Fig. 1: metal 1
Drawn at 3 px/um.
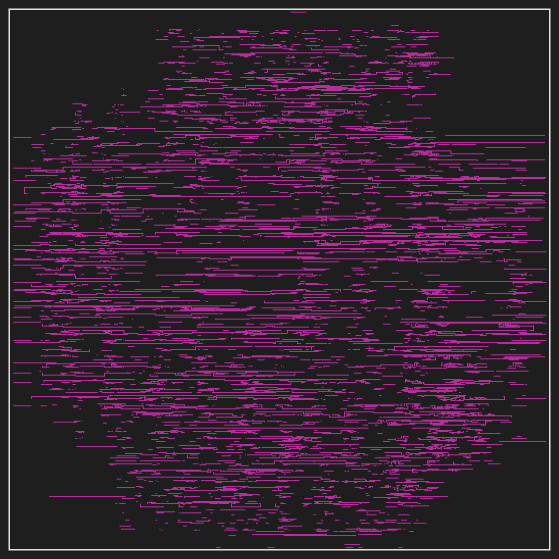
Fig. 2: congestion heat map
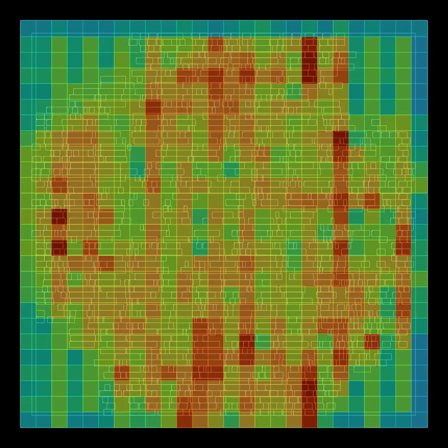
Fig. 3: placement by cell class
Drawn at 2 px/um.
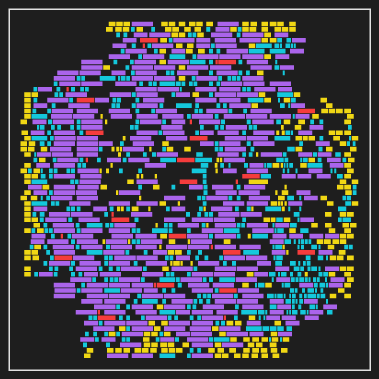
## src/rtl/cfg_bus_pkg.sv

```systemverilog
// Shared definitions for the CGRA configuration bus: address field slices,
// broadcast tile id, default commit index and the decoded-access record.
package cfg_bus_pkg;

    localparam int CFG_TILE_LSB = 0;
    localparam int CFG_TILE_MSB = 15;
    localparam int CFG_FEAT_LSB = 16;
    localparam int CFG_FEAT_MSB = 23;
    localparam int CFG_REG_LSB  = 24;
    localparam int CFG_REG_MSB  = 31;

    localparam logic [15:0] CFG_BROADCAST_TILE     = 16'hFFFF;
    localparam logic [7:0]  CFG_COMMIT_REG_DEFAULT = 8'hFF;

    // write/read are already qualified by the match rules; hit is their OR
    typedef struct packed {
        logic        write;
        logic        read;
        logic        hit;
        logic [7:0]  idx;
        logic [31:0] data;
    } cfg_access_t;

endpackage

```

## src/rtl/tile_config_responder_if.sv

```systemverilog
// Loader-facing configuration bus: address/data/strobes in, readback out.
interface tile_config_responder_if;
    logic [31:0] config_addr_in;
    logic [31:0] config_data_in;
    logic        config_write_in;
    logic        config_read_in;
    logic [31:0] read_data_out;
    logic        read_valid_out;

    modport master (
        output config_addr_in, config_data_in, config_write_in, config_read_in,
        input  read_data_out, read_valid_out
    );

    modport slave (
        input  config_addr_in, config_data_in, config_write_in, config_read_in,
        output read_data_out, read_valid_out
    );
endinterface

```

## src/rtl/cfg_addr_decode.sv

```systemverilog
// Address match for one tile/feature plus the stage-1 access register.
module cfg_addr_decode
    import cfg_bus_pkg::*;
#(
    parameter logic [15:0] TILE_ID    = 16'h0000,
    parameter logic [7:0]  FEATURE_ID = 8'h00
) (
    input  logic        clk_in,
    input  logic        reset_in,
    input  logic [31:0] config_addr_in,
    input  logic [31:0] config_data_in,
    input  logic        config_write_in,
    input  logic        config_read_in,
    output cfg_access_t decoded
);

    logic [15:0] tile;
    logic [7:0]  feat;
    logic        feat_match;
    logic        write_hit;
    logic        read_hit;
    cfg_access_t access_next;
    cfg_access_t access_reg;

    // Broadcast tile id is accepted for writes only; reads must name the tile.
    always_comb begin
        tile        = config_addr_in[CFG_TILE_MSB:CFG_TILE_LSB];
        feat        = config_addr_in[CFG_FEAT_MSB:CFG_FEAT_LSB];
        feat_match  = (feat == FEATURE_ID);
        write_hit   = config_write_in && feat_match &&
                      ((tile == TILE_ID) || (tile == CFG_BROADCAST_TILE));
        read_hit    = config_read_in && feat_match && (tile == TILE_ID);
        access_next = '0;
        access_next.write = write_hit;
        access_next.read  = read_hit;
        access_next.hit   = write_hit || read_hit;
        access_next.idx   = config_addr_in[CFG_REG_MSB:CFG_REG_LSB];
        access_next.data  = config_data_in;
    end

    always_ff @(posedge clk_in) begin
        if (reset_in) begin
            access_reg <= '0;
        end else begin
            access_reg <= access_next;
        end
    end

    assign decoded = access_reg;

endmodule

```

## src/rtl/tile_config_responder.sv

```systemverilog
// Per-tile configuration endpoint: shadow registers, atomic commit to the
// active set, sticky error flag, saturating write counter and readback.
module tile_config_responder
    import cfg_bus_pkg::*;
#(
    parameter logic [15:0] TILE_ID    = 16'h0000,
    parameter logic [7:0]  FEATURE_ID = 8'h00,
    parameter int          NUM_REGS   = 4,
    parameter logic [7:0]  COMMIT_REG = CFG_COMMIT_REG_DEFAULT
) (
    input  logic                     clk_in,
    input  logic                     reset_in,
    tile_config_responder_if.slave   bus,
    output logic [NUM_REGS*32-1:0]   cfg_out,
    output logic                     cfg_commit_out,
    output logic                     err_out,
    output logic [15:0]              write_count_out
);

    localparam int IDX_W = (NUM_REGS > 1) ? $clog2(NUM_REGS) : 1;

    cfg_access_t      dec;
    logic [IDX_W-1:0] slot;
    logic             idx_valid;
    logic             idx_commit;

    logic [31:0] shadow_reg [NUM_REGS];
    logic [31:0] active_reg [NUM_REGS];
    logic        commit_reg;
    logic        rvalid_reg;
    logic [31:0] rdata_reg;
    logic        err_reg;
    logic [15:0] count_reg;

    cfg_addr_decode #(
        .TILE_ID    (TILE_ID),
        .FEATURE_ID (FEATURE_ID)
    ) u_decode (
        .clk_in          (clk_in),
        .reset_in        (reset_in),
        .config_addr_in  (bus.config_addr_in),
        .config_data_in  (bus.config_data_in),
        .config_write_in (bus.config_write_in),
        .config_read_in  (bus.config_read_in),
        .decoded         (dec)
    );

    always_comb begin
        slot       = dec.idx[IDX_W-1:0];
        idx_valid  = (int'(dec.idx) < NUM_REGS);
        idx_commit = (dec.idx == COMMIT_REG);
    end

    // Readback samples active/count before this cycle's write lands, which
    // gives read-before-write when both strobes hit together.
    always_ff @(posedge clk_in) begin
        if (reset_in) begin
            for (int i = 0; i < NUM_REGS; i++) begin
                shadow_reg[i] <= '0;
                active_reg[i] <= '0;
            end
            commit_reg <= 1'b0;
            rvalid_reg <= 1'b0;
            rdata_reg  <= '0;
            err_reg    <= 1'b0;
            count_reg  <= '0;
        end else begin
            commit_reg <= 1'b0;
            rvalid_reg <= dec.read;
            if (dec.read) begin
                if (idx_valid) begin
                    rdata_reg <= active_reg[slot];
                end else if (idx_commit) begin
                    rdata_reg <= {16'h0000, count_reg};
                end else begin
                    rdata_reg <= 32'h0;
                end
            end
            if (dec.write && idx_valid) begin
                shadow_reg[slot] <= dec.data;
                if (count_reg != 16'hFFFF) begin
                    count_reg <= count_reg + 16'd1;
                end
            end
            // Commit copies the old shadow values, so a same-cycle shadow
            // write is left for the following commit.
            if (dec.write && idx_commit) begin
                for (int i = 0; i < NUM_REGS; i++) begin
                    active_reg[i] <= shadow_reg[i];
                end
                commit_reg <= 1'b1;
            end
            if (dec.hit && !idx_valid && !idx_commit) begin
                err_reg <= 1'b1;
            end
        end
    end

    for (genvar gi = 0; gi < NUM_REGS; gi++) begin : g_cfg_out
        assign cfg_out[gi*32 +: 32] = active_reg[gi];
    end

    assign cfg_commit_out     = commit_reg;
    assign err_out            = err_reg;
    assign write_count_out    = count_reg;
    assign bus.read_data_out  = rdata_reg;
    assign bus.read_valid_out = rvalid_reg;

endmodule

```

## src/flat_wrapper.sv

```systemverilog
// flat-port wrapper written by rule: the top's interface ports become plain ports
module tile_config_responder_flat import cfg_bus_pkg::*;
#(
    parameter logic [15:0] TILE_ID    = 16'h0000,
    parameter logic [7:0]  FEATURE_ID = 8'h00,
    parameter int          NUM_REGS   = 4,
    parameter logic [7:0]  COMMIT_REG = CFG_COMMIT_REG_DEFAULT
)
  (clk_in, reset_in, cfg_out, cfg_commit_out, err_out, write_count_out, bus_config_addr_in, bus_config_data_in, bus_config_write_in, bus_config_read_in, bus_read_data_out, bus_read_valid_out);
  tile_config_responder_if bus_i ();
  input  logic clk_in;
  input  logic reset_in;
  output logic [NUM_REGS*32-1:0] cfg_out;
  output logic cfg_commit_out;
  output logic err_out;
  output logic [15:0] write_count_out;
  input wire logic [$bits(bus_i.config_addr_in)-1:0] bus_config_addr_in;
  input wire logic [$bits(bus_i.config_data_in)-1:0] bus_config_data_in;
  input wire logic [$bits(bus_i.config_write_in)-1:0] bus_config_write_in;
  input wire logic [$bits(bus_i.config_read_in)-1:0] bus_config_read_in;
  output wire logic [$bits(bus_i.read_data_out)-1:0] bus_read_data_out;
  output wire logic [$bits(bus_i.read_valid_out)-1:0] bus_read_valid_out;
  assign bus_i.config_addr_in = bus_config_addr_in;
  assign bus_i.config_data_in = bus_config_data_in;
  assign bus_i.config_write_in = bus_config_write_in;
  assign bus_i.config_read_in = bus_config_read_in;
  assign bus_read_data_out = bus_i.read_data_out;
  assign bus_read_valid_out = bus_i.read_valid_out;
  tile_config_responder #(.TILE_ID(TILE_ID), .FEATURE_ID(FEATURE_ID), .NUM_REGS(NUM_REGS), .COMMIT_REG(COMMIT_REG)) u_core (.clk_in(clk_in), .reset_in(reset_in), .bus(bus_i), .cfg_out(cfg_out), .cfg_commit_out(cfg_commit_out), .err_out(err_out), .write_count_out(write_count_out));
endmodule
```

## config.mk

```make
export PLATFORM = sky130hd
export DESIGN_NAME = tile_config_responder_flat
export DESIGN_NICKNAME = d
export VERILOG_FILES = /design/src/rtl/cfg_bus_pkg.sv /design/src/rtl/tile_config_responder_if.sv /design/src/rtl/cfg_addr_decode.sv /design/src/rtl/tile_config_responder.sv /design/src/flat_wrapper.sv
export SDC_FILE = /design/constraint.sdc
export NUM_CORES = 1
export LEC_CHECK = 0
export CAP_MARGIN = 20
export CORE_MARGIN = 5
export CORE_UTILIZATION = 47
export CTS_CLUSTER_DIAMETER = 100
export CTS_CLUSTER_SIZE = 25
export DETAILED_ROUTE_END_ITERATION = 8
export GPL_TIMING_DRIVEN = 0
export PLACE_DENSITY = 0.81
export SETUP_SLACK_MARGIN = 0.4
export SYNTH_ARGS = -nofsm -noshare
export SYNTH_HDL_FRONTEND = slang
export SYNTH_HIERARCHICAL = 1
export SYNTH_SLANG_ARGS = --single-unit
```

## constraint.sdc

```tcl
create_clock -name clk_in -period 3.9 [get_ports clk_in]
set_clock_uncertainty 0.05 [all_clocks]
set_input_delay 0.78 -clock clk_in [delete_from_list [all_inputs] [get_ports clk_in]]
set_output_delay 0.78 -clock clk_in [all_outputs]
set_load 0.01 [all_outputs]
```

==> flow_metrics.tcl <==
# implementation run metrics
set metrics [dict create \
    rr_worst_depth 4 \
    flops 350 \
    antennaDiodeCount 0 \
    path_depth 4 \
    status "finished clean" \
    logic_area_um2 3740 \
    nFillCells 2270 \
    startpoint "reset_in" \
    fp.dieArea_um2 32300 \
    first_pass_iters 6 \
    timing.setup.tns_ps 0 \
    worst_setup_path_start_kind "primary input" \
    ys_sh_aoi_pct 2.67 \
    clkPwrFrac_pct 29.6 \
    drt_iter0_drc 855 \
    rows 62 \
    fp_nets 979 \
    finalNetCount 1245 \
    slowest_delay_ps 910 \
    wl_met3_um 2710 \
    viasPerCell 5.31 \
    fin_cells 1570 \
    ys_seq_share_pct 70.7 \
    r2r_slack_ps 970 \
    ys_cells 910 \
    worst_path_max_delay_cell "or2_2" \
    n_clock_buffer 29 \
    crit_path_max_fanout 32 \
    placed_area_um2 16500 \
    clk_share_pct 2.77 \
    cts.repair.resized 0 \
    grt_antenna_before_repair 1 \
    endpoint_kind "flop" \
    min_period_ps 3160 \
    buffer_area_share_pct 16.0 \
    switching_share_pct 20.8 \
    wl_met1_um 14200 \
    worstMarginPinSlew_ps 1080 \
    synth.top_cell.area_share_pct 56.8 \
    hold_depth 2 \
    crit_end "u_core/shadow_reg[2][11]" \
    worst-setup-path-type "primary input to flop" \
    ant_nets 0 \
    synthTopCellsByArea "edfxtp_1, dfxtp_1, and2_1, mux4_2, nor2b_1" \
    required_ps 3970 \
    n_tap_cell 384 \
    dp.cells 1541 \
    p_sw_uw 1350 \
    sh_seq_area_pct 56.3 \
    slew_viol_final 0 \
    cts_hold_buf 0 \
    clock_sinks 350 \
    ys_sh_adder_pct 0.0924 \
    grt_setup_unrepaired "false" \
    cp.arrival_ps 3220 \
    gp_congestion 0.822 \
    power_density_nw_per_um2 381 \
    slew_headroom_pct 27.7 \
    die_h_um 180 \
    h-tree-depth 1 \
    p_int_uw 5130 \
    power_leader "sequential cells" \
    wl_per_cell_um 22.3 \
    min-delay-start "u_core/err_out" \
    cellLeakagePower_uw 0.00600 \
    crit_chain "clkdlybuf4s50_1, nand2b_1, nor4b_4, or2_2" \
    fp_util_pct 47.4 \
    seq_power_uw 4140 \
    power_frac_seq_pct 64.0 \
    avgSynthCellArea_um2 14.9 \
    yosys.area.top_type "edfxtp_1" \
    top_layer "met5" \
    netlist_area_um2 13500 \
    warnings 26 \
    post-route-drc-count 0 \
    critical_path_buf_inv_count 1 \
    whs_ps 454 \
    clk_latency_ps 500 \
    synth.top_cells.by_count "and2_1, edfxtp_1, dfxtp_1" \
    hold_path_end "u_core/err_out" \
    die_w_um 180 \
    yosysWarnings 6 \
    ys_top_logic_family "simple AND/OR/NAND/NOR gates" \
    numCtsBuffers 17 \
    pre_cts_ws_ps 218 \
    r2r_start "u_core/u_decode/decoded[38]" \
]
## Picture notes: Fig. 1
- main direction: horizontal
- wire length on this layer: 14200 um
- longest straight run: 90.2 um
- share of all routed wire: 40%
- nets with wire on the layer: 1181
Total Routed Length: 35100 um
DR vias: 8336
routing usage on met1: 27.7%

## Picture notes: Fig. 2
busiest grt layer: met2
Final Core Density: 59.5%
Global Route Usage Sum: 21.0%
GRT met2 Usage: 36.7%
met3 usage: 3.90%

## Picture notes: Fig. 3
- purple: flops (cells 350)
- red: clock drivers and dummy loads (cells 29)
- yellow: other buffers and delay cells (cells 299)
- cyan: combinational and other logic (cells 508)

